`src/rtl/seg7_pkg.sv`:
```
// Shared types and glyph table for the multiplexed 7-segment driver.
// Segment bit order is {g,f,e,d,c,b,a}.
package seg7_pkg;

    typedef logic [6:0] Segments;

    typedef struct packed {
        logic g;
        logic f;
        logic e;
        logic d;
        logic c;
        logic b;
        logic a;
    } IndividualSegments;

    typedef enum logic {
        IDLE,
        SCAN
    } scan_state_t;

    function automatic Segments seg7_glyph(input logic [3:0] nibble);
        Segments g;
        g = '0;
        unique case (nibble)
            4'h0: g = 7'h3F;
            4'h1: g = 7'h06;
            4'h2: g = 7'h5B;
            4'h3: g = 7'h4F;
            4'h4: g = 7'h66;
            4'h5: g = 7'h6D;
            4'h6: g = 7'h7D;
            4'h7: g = 7'h07;
            4'h8: g = 7'h7F;
            4'h9: g = 7'h6F;
            4'hA: g = 7'h77;
            4'hB: g = 7'h7C;
            4'hC: g = 7'h39;
            4'hD: g = 7'h5E;
            4'hE: g = 7'h79;
            4'hF: g = 7'h71;
        endcase
        return g;
    endfunction

endpackage

```
`src/rtl/seg7_slot_timer.sv`:
```
// Slot counter and digit index for the scan driver.
// Outputs describe the slot position that takes effect at the coming edge.
module seg7_slot_timer
    import seg7_pkg::*;
#(
    parameter int DIGITS       = 4,
    parameter int CLK_DIV      = 1000,
    parameter int BLANK_CYCLES = 2,
    localparam int IW = (DIGITS > 1) ? $clog2(DIGITS) : 1,
    localparam int CW = $clog2(CLK_DIV)
) (
    input  logic          clk,
    input  logic          reset_n,
    input  logic          run,
    output logic [IW-1:0] index,
    output logic          in_blank,
    output logic          frame_wrap
);

    localparam logic [CW-1:0] CNT_MAX = CW'(CLK_DIV - 1);
    localparam logic [IW-1:0] IDX_MAX = IW'(DIGITS - 1);

    logic [CW-1:0] cnt_q;
    logic [CW-1:0] cnt_d;
    logic [IW-1:0] idx_q;
    logic [IW-1:0] idx_d;

    // When not running, both restart from zero so a new scan opens on digit 0.
    always_comb begin
        cnt_d      = '0;
        idx_d      = '0;
        frame_wrap = 1'b0;
        if (run) begin
            if (cnt_q == CNT_MAX) begin
                idx_d      = (idx_q == IDX_MAX) ? '0 : idx_q + 1'b1;
                frame_wrap = (idx_q == IDX_MAX);
            end else begin
                cnt_d = cnt_q + 1'b1;
                idx_d = idx_q;
            end
        end
    end

    always_ff @(posedge clk) begin
        if (!reset_n) begin
            cnt_q <= '0;
            idx_q <= '0;
        end else begin
            cnt_q <= cnt_d;
            idx_q <= idx_d;
        end
    end

    assign index    = idx_d;
    assign in_blank = (32'(cnt_d) < 32'(BLANK_CYCLES));

endmodule

```
`src/rtl/seg7_scan_driver.sv`:
```
// Time-multiplexed hex display driver with blank guard, leading-zero
// blanking, per-digit decimal points and frame-aligned updates.
module seg7_scan_driver
    import seg7_pkg::*;
#(
    parameter int DIGITS         = 4,
    parameter int CLK_DIV        = 1000,
    parameter int BLANK_CYCLES   = 2,
    parameter int SEG_ACTIVE_LOW = 0,
    parameter int DIG_ACTIVE_LOW = 0
) (
    input  logic                clk,
    input  logic                reset_n,
    input  logic                enable,
    input  logic                load,
    input  logic [4*DIGITS-1:0] value,
    input  logic [DIGITS-1:0]   dp,
    input  logic                lz_blank,
    output logic [6:0]          segments,
    output logic                seg_dp,
    output logic [DIGITS-1:0]   digit_sel,
    output logic                frame_done
);

    localparam int IW = (DIGITS > 1) ? $clog2(DIGITS) : 1;
    localparam Segments SEG_OFF = (SEG_ACTIVE_LOW != 0) ? 7'h7F : 7'h00;
    localparam logic [DIGITS-1:0] DIG_OFF = {DIGITS{DIG_ACTIVE_LOW != 0}};

    if (CLK_DIV <= BLANK_CYCLES || CLK_DIV < 2) begin : g_bad_cfg
        $error("seg7_scan_driver: CLK_DIV must be >= 2 and exceed BLANK_CYCLES");
    end

    scan_state_t state_q;
    scan_state_t state_d;
    logic        fstart;
    logic        run;
    logic        wrap;
    logic        in_blank;
    logic [IW-1:0] idx;

    logic [4*DIGITS-1:0] pend_val_q;
    logic [DIGITS-1:0]   pend_dp_q;
    logic                pend_vld_q;
    logic [4*DIGITS-1:0] disp_val_q;
    logic [4*DIGITS-1:0] disp_val_d;
    logic [DIGITS-1:0]   disp_dp_q;
    logic [DIGITS-1:0]   disp_dp_d;

    logic [DIGITS-1:0] lz_mask;
    logic              allz;
    logic [3:0]        nib;
    logic              active;
    Segments           seg_on;
    logic              dp_on;
    logic [DIGITS-1:0] dig_on;

    assign run = (state_q == SCAN) && enable;

    seg7_slot_timer #(
        .DIGITS       (DIGITS),
        .CLK_DIV      (CLK_DIV),
        .BLANK_CYCLES (BLANK_CYCLES)
    ) u_timer (
        .clk        (clk),
        .reset_n    (reset_n),
        .run        (run),
        .index      (idx),
        .in_blank   (in_blank),
        .frame_wrap (wrap)
    );

    always_ff @(posedge clk) begin
        if (!reset_n) state_q <= IDLE;
        else          state_q <= state_d;
    end

    always_comb begin
        state_d = state_q;
        fstart  = 1'b0;
        unique case (state_q)
            IDLE: begin
                if (enable) begin
                    state_d = SCAN;
                    fstart  = 1'b1;
                end
            end
            SCAN: begin
                if (!enable) state_d = IDLE;
                else         fstart  = wrap;
            end
        endcase
    end

    // A load coinciding with a frame start bypasses the pending register.
    always_comb begin
        disp_val_d = disp_val_q;
        disp_dp_d  = disp_dp_q;
        if (fstart && load) begin
            disp_val_d = value;
            disp_dp_d  = dp;
        end else if (fstart && pend_vld_q) begin
            disp_val_d = pend_val_q;
            disp_dp_d  = pend_dp_q;
        end
    end

    always_comb begin
        lz_mask = '0;
        allz    = 1'b1;
        for (int i = DIGITS - 1; i > 0; i--) begin
            allz       = allz & (disp_val_d[4*i +: 4] == 4'h0);
            lz_mask[i] = allz;
        end
    end

    always_comb begin
        nib    = disp_val_d[{idx, 2'b00} +: 4];
        active = (state_d == SCAN) && !in_blank;
        seg_on = '0;
        dp_on  = 1'b0;
        dig_on = '0;
        if (active) begin
            seg_on = (lz_blank && lz_mask[idx]) ? '0 : seg7_glyph(nib);
            dp_on  = disp_dp_d[idx];
            dig_on = DIGITS'(1) << idx;
        end
    end

    always_ff @(posedge clk) begin
        if (!reset_n) begin
            pend_val_q <= '0;
            pend_dp_q  <= '0;
            pend_vld_q <= 1'b0;
            disp_val_q <= '0;
            disp_dp_q  <= '0;
            segments   <= SEG_OFF;
            seg_dp     <= SEG_OFF[0];
            digit_sel  <= DIG_OFF;
            frame_done <= 1'b0;
        end else begin
            if (load) begin
                pend_val_q <= value;
                pend_dp_q  <= dp;
            end
            pend_vld_q <= fstart ? 1'b0 : (load | pend_vld_q);
            disp_val_q <= disp_val_d;
            disp_dp_q  <= disp_dp_d;
            segments   <= seg_on ^ SEG_OFF;
            seg_dp     <= dp_on ^ SEG_OFF[0];
            digit_sel  <= dig_on ^ DIG_OFF;
            frame_done <= wrap;
        end
    end

endmodule

```
`config.mk`:
```
export PLATFORM = sky130hd
export DESIGN_NAME = seg7_scan_driver
export DESIGN_NICKNAME = d
export VERILOG_FILES = /design/src/rtl/seg7_pkg.sv /design/src/rtl/seg7_slot_timer.sv /design/src/rtl/seg7_scan_driver.sv
export SDC_FILE = /design/constraint.sdc
export NUM_CORES = 1
export LEC_CHECK = 0
export CAP_MARGIN = 20
export CORE_ASPECT_RATIO = 0.75
export CORE_MARGIN = 1
export CORE_UTILIZATION = 50
export CTS_CLUSTER_DIAMETER = 80
export CTS_CLUSTER_SIZE = 8
export DETAILED_ROUTE_END_ITERATION = 12
export PLACE_DENSITY_LB_ADDON = 0.05
export REMOVE_ABC_BUFFERS = 1
export SYNTH_ARGS = -nofsm -noshare
export SYNTH_HDL_FRONTEND = slang
export SYNTH_SLANG_ARGS = --single-unit
```
`constraint.sdc`:
```
create_clock -name clk -period 4 [get_ports clk]
set_input_delay 1.2 -clock clk [delete_from_list [all_inputs] [get_ports clk]]
set_output_delay 1.2 -clock clk [all_outputs]
set_load 0.01 [all_outputs]
```
==> writeup.txt <==
The share of flip-flops with an asynchronous set or reset after synthesis came out at 0. First-pass GRT wire length: 13600 um. The max-slew headroom at the worst pin came out at 0.672. The post-cts repair resize count is 0. The hold violation count in the final report was 0.

The region available for standard cell placement spans 6470 um^2. The combinational group share of total power was 0.155; the largest stage delay on the critical path was 510 ps. The Yosys step of the flow raised 0 warnings.

According to the floorplan report, the die height is 74.0 um. Ranked by instance count, the synthesized netlist is headed by dfxtp_1 (67), nor2_1 (60), nand2_1 (28). Timing would allow up to 261 MHz.

Startpoint class of the critical path: a primary input. The post-synth tally of flip-flops with integrated enable was 0. STA shows the worst reg2reg path with a cell count of 13. In this run, power in combinational logic comes to 0.225 mW.

The slowest cell on the critical path was clkdlybuf4s50_1. Entering global routing, the biggest net connects 22 pins. DRC violation count after routing: 1.

With the depth of the worst hold-timing path at 1, the final weighted congestion in routability-driven placement is 0.922. The run gives 0.389 for the fraction of synthesized cell area taken by the top area cell type. The fraction of power consumed by the clock network is 0.354. The checks that failed: design-rule violations. The post-synthesis sequential element count was 67. The tools report the number of global-route vias before repair as 2884. The final max-slew violation count recorded for this run is 0. The run finished, with violations left. The run gives 0.645 as the final core utilization. CTS built an H-tree with a depth of 3. In this run the register-to-register setup slack is 670 ps. The switching share of power came out at 0.260. Of all cell types, the one taking the most synthesized area is dfxtp_1. The synthesis report lists the most area-consuming cells as dfxtp_1 (39%), mux2i_1 (7.8%), nor2_1 (6.5%). The final period utilization was 0.957. The total of endpoints with negative setup slack in the final report was 0. The run gives 561 for the number of fillers in the final layout.

The run gives 4260 ps as the data required time at the worst endpoint. The longest clock path from root to sink contains 2 buffers. Wires add up to 8330 um.

Cell at the root of the clock tree: clkbuf_8. In the power breakdown, the biggest contributor is registers. The final antenna diode count was 0. Per the layout area report, the combinational gate area comes to 1960 um^2. With the number of maximum-capacitance violations at 0, the static leakage is 1.74 nW. Max fanout on the critical path was recorded as 5.

The proportion of synthesized chip area in sequential cells was 0.389.
cell families after synthesis:
family / after synthesis / synth area share
buffers and inverters: 33 / 0.0449
and+or+nand+nor: 148 / 0.207
xor gates and xnor gates: 11 / 0.0279
adders and majority gates: 9 / 0.0326
AOI/OAI and AO/OA: 92 / 0.204
DFF: 67 / 0.389
muxes: 31 / 0.0946
area by class of cell:
cell class                      instances  share of cell area
Clock buffer                           13              0.0405
Clock inverter                          2             0.00240
Inverter                                8             0.00719
Multi-Input combinational cell        291               0.468
Sequential cell                        67               0.321
Tap cell                               81              0.0243
Timing Repair Buffer                   64               0.136
worst max-delay path by stage:
stage | end | slack [ps]
floorplan | segments[6] | -420
global route | segments[6] | 7
global placement | segments[6] | -30
CTS | segments[6] | 210
finish | segments[6] | 170
detailed placement | segments[6] | -140
routing by layer:
metal / wire (um) / global-route usage / up-vias
met5: 0 / 0 / -
met4: 77 / 0.101 / 0
met3: 514 / 0.0611 / 10
met2: 3680 / 0.380 / 79
met1: 4050 / 0.328 / 1418
li1: - / - / 1520
through the flow:
| stage | setup WS, ps | total power, mW | hold WS [ps] |
|---|---|---|---|
| detailed placement | -138 | 0.945 | 452 |
| finish | 173 | 1.45 | 459 |
| global route | 6.99 | 1.51 | 500 |
| floorplan | -418 | 0.852 | 426 |
| CTS | 206 | 1.46 | 467 |
| global placement | -34.2 | 0.940 | 439 |
cells in the final DEF, fill, tap and decap left out, types with 7 or more instances in the layout:
cell              n
dfxtp_1          67
nor2_1           60
clkdlybuf4s50_1  36
nand2_1          28
mux2i_1          27
buf_4            27
a21oi_1          15
o22ai_1          13
nand3_1          12
a32oi_1          12
clkbuf_8         12
and2_1           11
ha_1              9
nor3_1            8
xnor2_1           8
o21ai_0           8
inv_1             7
a22o_1            7
### The metal 1 layer

Scale bar: 20 um. Supply wires on this layer in gray.
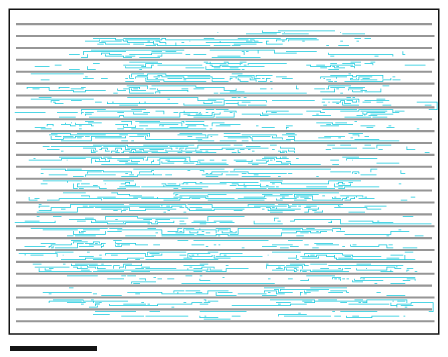
longest straight run	37.7 um
nets with wire on the layer	432
share of all routed wire	49%
main direction	horizontal
wire length on this layer	4050 um

### Signal wires on met2

Cells faint in the background.
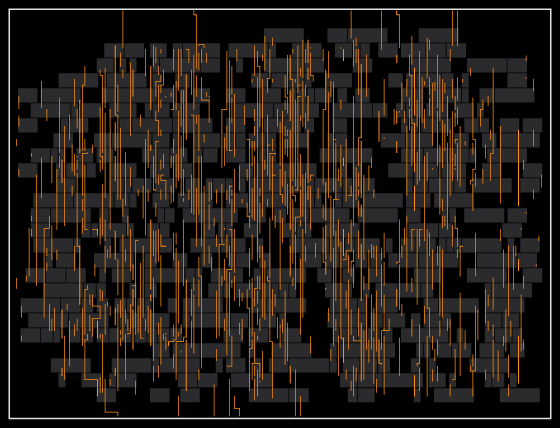
nets with wire on the layer	397
main direction	vertical
longest straight run	33.5 um
wire length on this layer	3680 um
share of all routed wire	44%

### Signal wires on met3

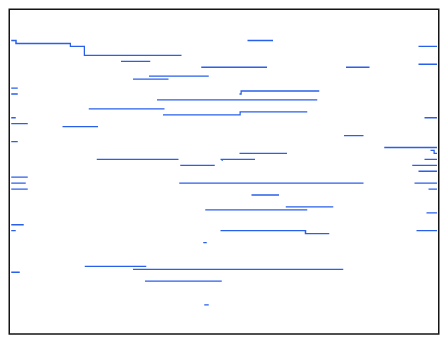
longest straight run	47.8 um
nets with wire on the layer	41
share of all routed wire	6.2%
main direction	horizontal

### Track usage over the die

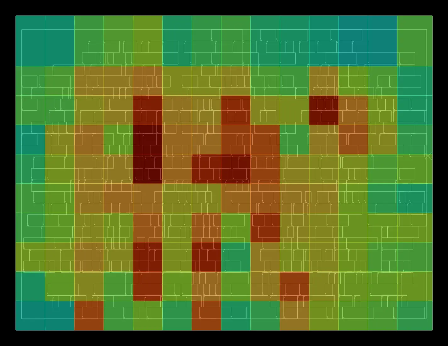
total global routing track utilization: 0.244
met2 demand-to-capacity share in global routing: 0.380
most heavily used metal layer in global routing: met2
routed wire length per instance: 15.8 um
met1 routing resource usage after global routing: 0.328

No activity file was given, so power comes from the tool's default toggle rates.
